Fig. 1: cell outlines without signal wires
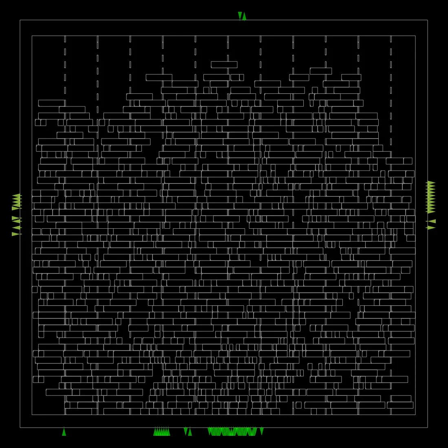
Fig. 2: placed cells, one colour a class
Scale: 1.5 px per µm.
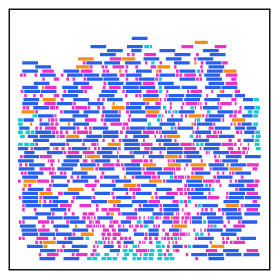
Fig. 3: clock wires, drivers and flops
Scale: 1.5 px per µm.
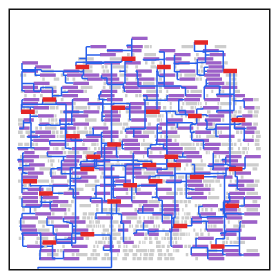
## config.mk

```make
export PLATFORM = sky130hd
export DESIGN_NAME = maxnet_result_memory
export DESIGN_NICKNAME = d
export VERILOG_FILES = /design/src/rtl/maxnet_result_memory.sv
export SDC_FILE = /design/constraint.sdc
export NUM_CORES = 1
export LEC_CHECK = 0
export CORE_MARGIN = 5
export CORE_UTILIZATION = 50
export CTS_CLUSTER_SIZE = 20
export DETAILED_ROUTE_END_ITERATION = 6
export PLACE_DENSITY = 0.68
export SETUP_SLACK_MARGIN = 0.05
export SYNTH_ARGS = -nofsm -noshare
export SYNTH_HDL_FRONTEND = slang
export SYNTH_SLANG_ARGS = --single-unit
export TNS_END_PERCENT = 30
```

## constraint.sdc

```tcl
create_clock -name clk -period 6.55 [get_ports clk]
set_input_delay 1.31 -clock clk [delete_from_list [all_inputs] [get_ports clk]]
set_output_delay 1.31 -clock clk [all_outputs]
set_load 0.02 [all_outputs]
```

## src/rtl/maxnet_result_memory.sv

```systemverilog
// Result memory for the Maxnet datapath: records each per-iteration lane vector,
// detects convergence (single non-zero lane) and offers registered readback.
module maxnet_result_memory #(
    parameter int unsigned DATA_W = 4,
    parameter int unsigned LANES  = 4,
    parameter int unsigned DEPTH  = 16,
    parameter int unsigned ADDR_W = 4
) (
    input  logic                      clk,
    input  logic                      rst,
    input  logic                      start,
    input  logic                      wr_valid,
    output logic                      wr_ready,
    input  logic [LANES*DATA_W-1:0]   wr_data,
    input  logic [ADDR_W-1:0]         rd_addr,
    output logic [LANES*DATA_W-1:0]   rd_data,
    output logic [ADDR_W:0]           count,
    output logic                      done,
    output logic                      winner_valid,
    output logic [1:0]                winner_idx,
    output logic [DATA_W-1:0]         winner_val,
    output logic                      no_winner,
    output logic                      full
);

    localparam int unsigned VEC_W = LANES * DATA_W;
    localparam int unsigned NZ_W  = $clog2(LANES + 1);

    typedef enum logic [1:0] {
        IDLE,
        CAPTURE,
        DONE
    } state_t;

    state_t             state;
    logic [VEC_W-1:0]   mem [DEPTH];
    logic [NZ_W-1:0]    nz;
    logic [1:0]         nz_idx;
    logic [DATA_W-1:0]  nz_val;
    logic               accept;
    logic               last_slot;
    logic               rd_hit;

    assign wr_ready  = (state == CAPTURE);
    assign accept    = wr_ready && wr_valid;
    assign last_slot = (count == (ADDR_W+1)'(DEPTH - 1));
    assign rd_hit    = ({1'b0, rd_addr} < count);

    // Count non-zero lanes of the incoming vector and locate the (last) one.
    always_comb begin
        nz     = '0;
        nz_idx = '0;
        nz_val = '0;
        for (int i = 0; i < LANES; i++) begin
            if (wr_data[i*DATA_W +: DATA_W] != '0) begin
                nz     = nz + NZ_W'(1);
                nz_idx = 2'(i);
                nz_val = wr_data[i*DATA_W +: DATA_W];
            end
        end
    end

    always_ff @(posedge clk) begin
        if (rst) begin
            state        <= IDLE;
            rd_data      <= '0;
            count        <= '0;
            done         <= 1'b0;
            winner_valid <= 1'b0;
            winner_idx   <= '0;
            winner_val   <= '0;
            no_winner    <= 1'b0;
            full         <= 1'b0;
            for (int i = 0; i < DEPTH; i++) begin
                mem[i] <= '0;
            end
        end else begin
            // Read-before-write falls out of the non-blocking memory update.
            rd_data <= rd_hit ? mem[rd_addr] : '0;

            if (start) begin
                state        <= CAPTURE;
                count        <= '0;
                done         <= 1'b0;
                winner_valid <= 1'b0;
                winner_idx   <= '0;
                winner_val   <= '0;
                no_winner    <= 1'b0;
                full         <= 1'b0;
            end else if (accept) begin
                mem[count[ADDR_W-1:0]] <= wr_data;
                count                  <= count + (ADDR_W+1)'(1);
                if (nz == NZ_W'(1)) begin
                    state        <= DONE;
                    done         <= 1'b1;
                    winner_valid <= 1'b1;
                    winner_idx   <= nz_idx;
                    winner_val   <= nz_val;
                end else if (nz == '0) begin
                    state     <= DONE;
                    done      <= 1'b1;
                    no_winner <= 1'b1;
                end else if (last_slot) begin
                    state <= DONE;
                    done  <= 1'b1;
                    full  <= 1'b1;
                end
            end
        end
    end

endmodule

```

==> flow.log <==
[flow] final metrics
INFO  metric cts_setup_buffers = 0
INFO  metric port_buffers = roughly 55
INFO  metric rsz_0062_raised_after_global_routing = false
INFO  metric largest_register_ff_count = approximately 260
INFO  metric timing.critical_path.slowest_stage_cell = clkdlybuf4s50_1
INFO  metric totalWireLength = between 30000 and 40000 µm
INFO  metric ys_warn_count = 0
INFO  metric synth_top_cell_by_count = edfxtp_1
INFO  metric sequential_cell_area = 0.00833 mm²
INFO  metric largestPowerGroup = registers
INFO  metric top_area_cell = edfxtp_1
INFO  metric clkSinkCount = ~290
INFO  metric largest_registers = mem x256, rd_data x16, count x5
INFO  metric area_leaders = edfxtp_1, mux4_2, and2_1, dfxtp_1, nor3_1
INFO  metric drtIter0Drc = 612
INFO  metric stdcell_area = around 0.015 mm²
INFO  metric dpl.cell_count = 1262
INFO  metric finClkSkew = 0.00878 ns
INFO  metric layout_buffering_overhead_excluding_clock_cells = 0.0522
INFO  metric mux_area_frac = 0.136
INFO  metric power_density = ~270 mW/mm²
INFO  metric seq_area_frac = 0.553
INFO  metric path_depth = 11
INFO  metric die_width = 173 µm
INFO  metric hold-worst-slack = slightly below 0.5 ns
INFO  metric post_synth_main_logic_family = simple AND/OR/NAND/NOR gates
INFO  metric cp_max_fo = 21
INFO  metric layout_cell_share_with_drive_strength_beyond_1 = 0.172
INFO  metric cellInternalPower = ~3.2 mW
INFO  metric seqPwrFrac = 0.509
INFO  metric run_status = finished, final reports clean
INFO  metric relative_area_of_clock_buffers_and_inverters_in_the_final_design = 0.0655
INFO  metric ff_to_ff_path_depth = 4
INFO  metric maxCapViolCount = 0
INFO  metric slew_of_the_pin_with_the_lowest_slew_margin = about 1.2 ns
INFO  metric hold_path_startpoint = winner_valid$_SDFFE_PP0P_
INFO  metric routed-wl-met3 = ~1700 µm
INFO  metric crit_start = wr_data[7]
INFO  metric use_met1 = 0.293
INFO  metric tool_warnings = 30
INFO  metric synth-simple-area-share = 0.151
INFO  metric filler_cell_count = 2045
INFO  metric cp_top_family = simple AND/OR/NAND/NOR gates
INFO  metric htree_num_levels = 1
INFO  metric post_synth_inst_count = 925
INFO  metric fmax = roughly 210 MHz
INFO  metric worstHoldPathCells = 1
INFO  metric power_switching = a little under 0.9 mW
INFO  metric finalCoreUtilization = 0.578
INFO  metric place.detailed.hpwl = between 15000 and 20000 µm
INFO  metric grtUsageMet2 = 0.351
INFO  metric comb_area_share = 0.298
-- Fig. 1 (at the start) --
core area: 0.0261 mm²
sequential cell count: 288

-- Fig. 2 (at the start) --
class	colour	cells	share of their area
flip-flops	blue	288	57%
clock drivers and dummy loads	orange	54	6.7%
other buffers and delay cells	cyan	88	5.4%
all other logic	magenta	551	31%

-- Fig. 3 (at the start) --
[cells driving clock nets] red | count: 30
[flip-flops] purple | count: 288
[clock wires] blue | length: 3360 µm
routed clock nets	31

